**Signal metal coverage by tile**

The die is cut into 13 by 13 equal tiles; dark blue is low, red is high, scaled to the fullest tile. Values are wire area over tile area, all layers added.
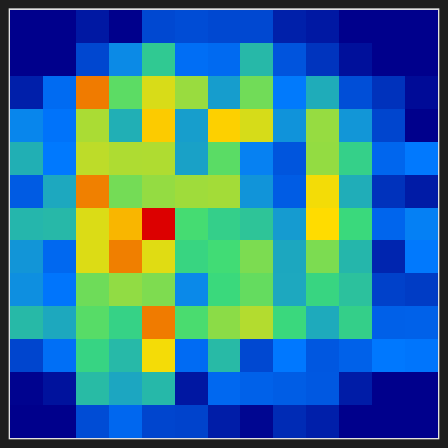
**Cell placement**

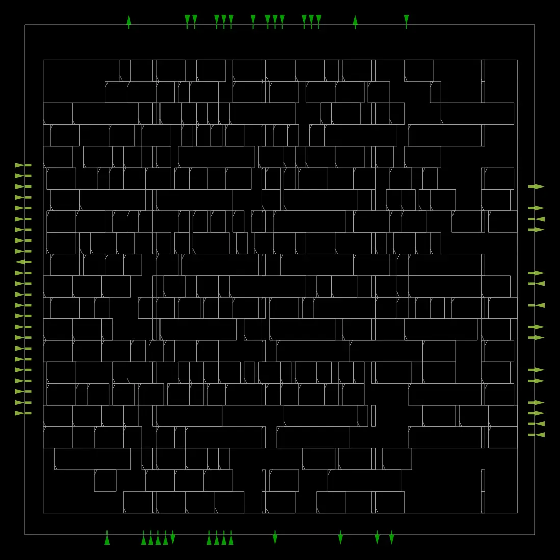
===== config.mk =====
export PLATFORM = sky130hd
export DESIGN_NAME = irq_vector_arbiter_flat
export DESIGN_NICKNAME = d
export VERILOG_FILES = /design/src/rtl/irq_vector_arbiter_if.sv /design/src/rtl/irq_vector_arbiter.sv /design/src/flat_wrapper.sv
export SDC_FILE = /design/constraint.sdc
export NUM_CORES = 1
export LEC_CHECK = 0
export CORE_MARGIN = 2
export CORE_UTILIZATION = 47
export DETAILED_ROUTE_END_ITERATION = 16
export HOLD_SLACK_MARGIN = 0.12
export MAX_ROUTING_LAYER = met4
export PLACE_DENSITY = 0.86
export SLEW_MARGIN = 20
export SYNTH_ARGS = -nofsm -noshare
export SYNTH_HDL_FRONTEND = slang
export SYNTH_SLANG_ARGS = --single-unit

===== constraint.sdc =====
create_clock -name cp2 -period 7.1 [get_ports cp2]
set_input_delay 1.065 -clock cp2 [delete_from_list [all_inputs] [get_ports cp2]]
set_output_delay 1.065 -clock cp2 [all_outputs]
set_load 0.03 [all_outputs]

===== src/rtl/irq_vector_arbiter_if.sv =====
// -----------------------------------------------------------------------------
// irq_vector_arbiter_if
// Bundles the interrupt request/acknowledge signals exchanged between the
// peripherals, the AVR core and the vector arbiter.
//   irq_lines      : level requests, bit k-1 belongs to vector k
//   global_int_en  : SREG I flag
//   instr_boundary : core instruction boundary pulse
//   irq_taken      : core accepts the presented vector
//   reti_done      : core finished RETI
//   irq_req        : request to the core
//   irq_vector     : vector presented to the core
//   irqack         : acknowledge strobe to the peripherals
//   irqack_addr    : vector being acknowledged
//   wake_req       : any request pending, for sleep wake-up
//   arb_state      : arbiter state, debug visibility
// Modports: master = core/peripheral side, slave = arbiter.
// -----------------------------------------------------------------------------
interface irq_vector_arbiter_if #(
    parameter int NUM_VEC = 45,
    parameter int VEC_W   = 6
);
    logic [NUM_VEC-2:0] irq_lines;
    logic               global_int_en;
    logic               instr_boundary;
    logic               irq_taken;
    logic               reti_done;
    logic               irq_req;
    logic [VEC_W-1:0]   irq_vector;
    logic               irqack;
    logic [VEC_W-1:0]   irqack_addr;
    logic               wake_req;
    logic [2:0]         arb_state;

    modport master (
        output irq_lines, global_int_en, instr_boundary, irq_taken, reti_done,
        input  irq_req, irq_vector, irqack, irqack_addr, wake_req, arb_state
    );

    modport slave (
        input  irq_lines, global_int_en, instr_boundary, irq_taken, reti_done,
        output irq_req, irq_vector, irqack, irqack_addr, wake_req, arb_state
    );
endinterface


===== src/rtl/irq_vector_arbiter.sv =====
// -----------------------------------------------------------------------------
// irq_vector_arbiter
// Fixed-priority interrupt scheduler for the AVR core: the lowest pending
// vector wins, is latched and presented to the core, and on acceptance an
// acknowledge strobe with the vector number is returned to the peripherals.
// After RETI one instruction must complete before the next interrupt.
// Ports:
//   cp2    : system clock, rising edge
//   ireset : asynchronous active-low reset
//   bus    : irq_vector_arbiter_if slave modport (see interface header)
//
//   state   | meaning
//   --------+---------------------------------------------------------------
//   IDLE    | no vector presented; waiting for a request or RETI
//   REQ     | irq_req high, vector frozen until taken or cancelled
//   ACK     | one-cycle irqack strobe with the taken vector
//   HOLDOFF | after RETI, wait for one instruction boundary
// -----------------------------------------------------------------------------
module irq_vector_arbiter #(
    parameter int NUM_VEC = 45,
    parameter int VEC_W   = 6
) (
    input logic                 cp2,
    input logic                 ireset,
    irq_vector_arbiter_if.slave bus
);

    typedef enum logic [2:0] {
        IDLE    = 3'd0,
        REQ     = 3'd1,
        ACK     = 3'd2,
        HOLDOFF = 3'd3
    } state_t;

    localparam int LW = 2 ** VEC_W;

    state_t           state;
    logic             irq_req_q;
    logic [VEC_W-1:0] irq_vector_q;
    logic             irqack_q;
    logic [VEC_W-1:0] irqack_addr_q;

    logic             any;
    logic [VEC_W-1:0] enc;
    logic [LW-1:0]    lines_ext;

    // Lines re-indexed by vector number (bit 0 = reset vector, never set) so
    // the latched vector can look up its own request line directly.
    assign lines_ext = LW'({bus.irq_lines, 1'b0});
    assign any       = |bus.irq_lines;

    always_comb begin
        enc = '0;
        for (int k = NUM_VEC - 1; k >= 1; k--) begin
            if (bus.irq_lines[k-1]) enc = VEC_W'(k);
        end
    end

    always_ff @(posedge cp2 or negedge ireset) begin
        if (!ireset) begin
            state         <= IDLE;
            irq_req_q     <= 1'b0;
            irq_vector_q  <= '0;
            irqack_q      <= 1'b0;
            irqack_addr_q <= '0;
        end else begin
            case (state)
                IDLE: begin
                    if (bus.reti_done) begin
                        state <= HOLDOFF;
                    end else if (any && bus.global_int_en) begin
                        state        <= REQ;
                        irq_req_q    <= 1'b1;
                        irq_vector_q <= enc;
                    end
                end
                REQ: begin
                    // Taken wins over a same-cycle cancellation.
                    if (bus.irq_taken) begin
                        state         <= ACK;
                        irq_req_q     <= 1'b0;
                        irqack_q      <= 1'b1;
                        irqack_addr_q <= irq_vector_q;
                    end else if (!bus.global_int_en || !lines_ext[irq_vector_q]) begin
                        state     <= IDLE;
                        irq_req_q <= 1'b0;
                    end
                end
                ACK: begin
                    irqack_q <= 1'b0;
                    state    <= bus.reti_done ? HOLDOFF : IDLE;
                end
                HOLDOFF: begin
                    if (bus.instr_boundary) state <= IDLE;
                end
                default: begin
                    state     <= IDLE;
                    irq_req_q <= 1'b0;
                    irqack_q  <= 1'b0;
                end
            endcase
        end
    end

    assign bus.irq_req     = irq_req_q;
    assign bus.irq_vector  = irq_vector_q;
    assign bus.irqack      = irqack_q;
    assign bus.irqack_addr = irqack_addr_q;
    assign bus.wake_req    = any;
    assign bus.arb_state   = state;

endmodule

===== src/flat_wrapper.sv =====
// flat-port wrapper written by rule: the top's interface ports become plain ports
module irq_vector_arbiter_flat 
#(
    parameter int NUM_VEC = 45,
    parameter int VEC_W   = 6
)
  (cp2, ireset, bus_irq_lines, bus_global_int_en, bus_instr_boundary, bus_irq_taken, bus_reti_done, bus_irq_req, bus_irq_vector, bus_irqack, bus_irqack_addr, bus_wake_req, bus_arb_state);
  irq_vector_arbiter_if #(.NUM_VEC(NUM_VEC), .VEC_W(VEC_W)) bus_i ();
  input logic cp2;
  input logic ireset;
  input wire logic [$bits(bus_i.irq_lines)-1:0] bus_irq_lines;
  input wire logic [$bits(bus_i.global_int_en)-1:0] bus_global_int_en;
  input wire logic [$bits(bus_i.instr_boundary)-1:0] bus_instr_boundary;
  input wire logic [$bits(bus_i.irq_taken)-1:0] bus_irq_taken;
  input wire logic [$bits(bus_i.reti_done)-1:0] bus_reti_done;
  output wire logic [$bits(bus_i.irq_req)-1:0] bus_irq_req;
  output wire logic [$bits(bus_i.irq_vector)-1:0] bus_irq_vector;
  output wire logic [$bits(bus_i.irqack)-1:0] bus_irqack;
  output wire logic [$bits(bus_i.irqack_addr)-1:0] bus_irqack_addr;
  output wire logic [$bits(bus_i.wake_req)-1:0] bus_wake_req;
  output wire logic [$bits(bus_i.arb_state)-1:0] bus_arb_state;
  assign bus_i.irq_lines = bus_irq_lines;
  assign bus_i.global_int_en = bus_global_int_en;
  assign bus_i.instr_boundary = bus_instr_boundary;
  assign bus_i.irq_taken = bus_irq_taken;
  assign bus_i.reti_done = bus_reti_done;
  assign bus_irq_req = bus_i.irq_req;
  assign bus_irq_vector = bus_i.irq_vector;
  assign bus_irqack = bus_i.irqack;
  assign bus_irqack_addr = bus_i.irqack_addr;
  assign bus_wake_req = bus_i.wake_req;
  assign bus_arb_state = bus_i.arb_state;
  irq_vector_arbiter #(.NUM_VEC(NUM_VEC), .VEC_W(VEC_W)) u_core (.cp2(cp2), .ireset(ireset), .bus(bus_i));
endmodule

==> out/results.tsv <==
metric	value	unit
status	finished, final reports clean	
CP Max Fanout	5	
Main power group	combinational logic	
first-pass GRT wire length	7.334	mm
synthesized area per cell	9.268	µm²
Clock Skews	0.003304	ns
Crit. Startpoint	bus_irq_lines[42]	
Basic Gates by Area	22.96	%
HP Class	flop to flop	
drt first-iter violations	66	
Buf/Inv on CP	2	
htree depth	1	
XORs/XNORs by Area	0	%
global routing met3 resource utilization	2.113	%
pin count of the biggest net entering global routing	17	
Die Y	64.24	µm
width of the chip	64.24	µm
static leakage	0.0009277	µW
hold-critical path depth	1	
Yosys top cell by area	dfrtp_1	
DRC viols	0	
Met3 Wirelength	267	µm
DR top layer	met4	
M1 GR Usage	28.95	%
total track usage	22.97	%
final setup fails	0	
CP endpoint	bus_wake_req	
post-cts resize count	0	
CP Cell Sequence	clkdlybuf4s50_1 > or4_1 > nor4_1 > nand3_1 > clkdlybuf4s50_1	
Clock buf/inv share	0.9414	%
Total Neg Setup Slack	0	ns
Async SR Flop Fraction	100.0	%
Core Region	0.003416	mm²
pwr/cell area	227.7	mW/mm²
Port Buffers	66	
Net Sw Frac	42.24	%
Initial Util	49.93	%
layout cells sized above 1	7.661	%
Post-Synthesis Cells	184	
top cells by area, synth	dfrtp_1 23%, mux4_1 11%, mux4_2 6.6%	
hold slack	0.5096	ns
Overflow after GRT	0	
most numerous logic cell after layout	clkdlybuf4s50_1	
clock share of power	8.9	%
routability cong.	0.9509	
CP required	6.03	ns
Post-synth top flop	dfrtp_1	
CTS hold repair buffers	0	
most common library cells after synthesis	16 x dfrtp_1, 15 x a21oi_1, 15 x nor2_1, 14 x inv_1	
reg2reg start	u_core.bus.irq_vector[0]$_DFFE_PN0P_	
area delta synth->final	40.28	%
Slowest-stage cell, CP	clkdlybuf4s50_1	
final instance area	0.002392	mm²
chip area	0.004126	mm²
worst-margin pin slew	0.7254	ns
Routed WL	4.577	mm
maximum buffer depth of the clock tree	2	
FF-to-FF End	u_core.bus.arb_state[1]$_DFFE_PN0P_	
fin util	70.04	%
CP Launch Type	input port	
number of enable flip-flop cells	0	
largest cell class by area	multi-input combinational cells	
Worst path top cell family by delay	simple AND/OR/NAND/NOR gates	
comb. cell area	0.001199	mm²
Flop pwr share	30.4	%
clock root buffer	clkbuf_4	
area share, top type	23.48	%
Met1 Routed Length	1.931	mm
VDD IR max	0.09485	mV
FF+latch area	400.4	µm²
Mux area share	23.62	%
Compound Share, Synth	20.54	%
yosys cell count	184	
HPWL Detailed	3.685	mm
unrepaired setup endpoints after global routing	no	
Yosys Chip Area	0.001705	mm²
cell count after placement	291	
clk_lat worst skew	0.29	ns
fmax	223.4	MHz
CP Depth	5	
CLK BUF	3	
routed wl met2	2.279	mm
Switch Pwr	230.1	µW
nonclk buf count	66	
sequential power	165	µW
Clk. pwr	48.7	µW
Max-slew headroom	51.64	%
yosys adder share	2.935	%
Worst Reg-to-Reg Cells	6	
Antenna Cells	0	
pre-CTS WS	2.607	ns
post-synthesis cell area	0.001705	mm²
min setup slack post-route	2.624	ns
io pins	68	
Post-CTS Setup Inserts	0	
internal power	314.6	µW
Most common cell on crit path	clkdlybuf4s50_1	
Critical Setup Path Class	input port to output pin	
Yosys warnings	0	
Post-synth seq share	23.48	%
final hold vios	0	
cycle use final	63.05	%
CP Data Arrival Time	3.41	ns
crit end category	output pin	
Yosys top cell by instances	dfrtp_1	
TAP cells	46	
#FFs+latches synth	16	
Reg2Reg Setup Slack	4.28	ns
tool warnings	29	
fin nets	304	
Num CTS Buffers	3	
CTS tree	built	
HP Start	u_core.bus.irqack_addr[1]$_DFFE_PN0P_	
non-clk buf share	27.62	%
CTS clk-pin slew, worst paths	0.09	ns
Antenna Nets Post-Route	0	
Via density	6.058	
most instantiated logic cells after routing	66 x clkdlybuf4s50_1, 16 x dfrtp_1, 15 x a21oi_1, 15 x nor2_1, 14 x inv_1	
hold endpoint	u_core.bus.irqack_addr[1]$_DFFE_PN0P_	
DP Area	0.002370	mm²
vias	1781	
met2 Use GR	38.28	%
CTS sink count	16	
busiest grt layer	met2	
Avg WL per Cell	15.57	µm
final worst path period need	4.476	ns
invs w/o clock	14	
syn_nets	238	
initial antenna violation count	0	
vias in the first global route	1645	
total power	544.7	µW
logic share of the area	50.10	%
Combinational Power Share	60.7	%
Cell Type Count	44	
Logic Gate Count	149	
Slew Viols, Final	0	
P_comb	331	µW
TritonRoute pass-1 iters	4	
Dominant combinational family	multiplexers	
Notes on 'signal metal coverage by tile' above:
- mean over tiles: 0.18
- tiles over half the peak: 25%
- fullest tile: 0.55
- emptiest ninth of the die: top right

Notes on 'cell placement' above:
flop count: 16
Final Instance Count excl. Fillers: 294
fillers: 269
flop share of the area: 16.74%
Rows: 21

Power and IR drop assume default switching activity.
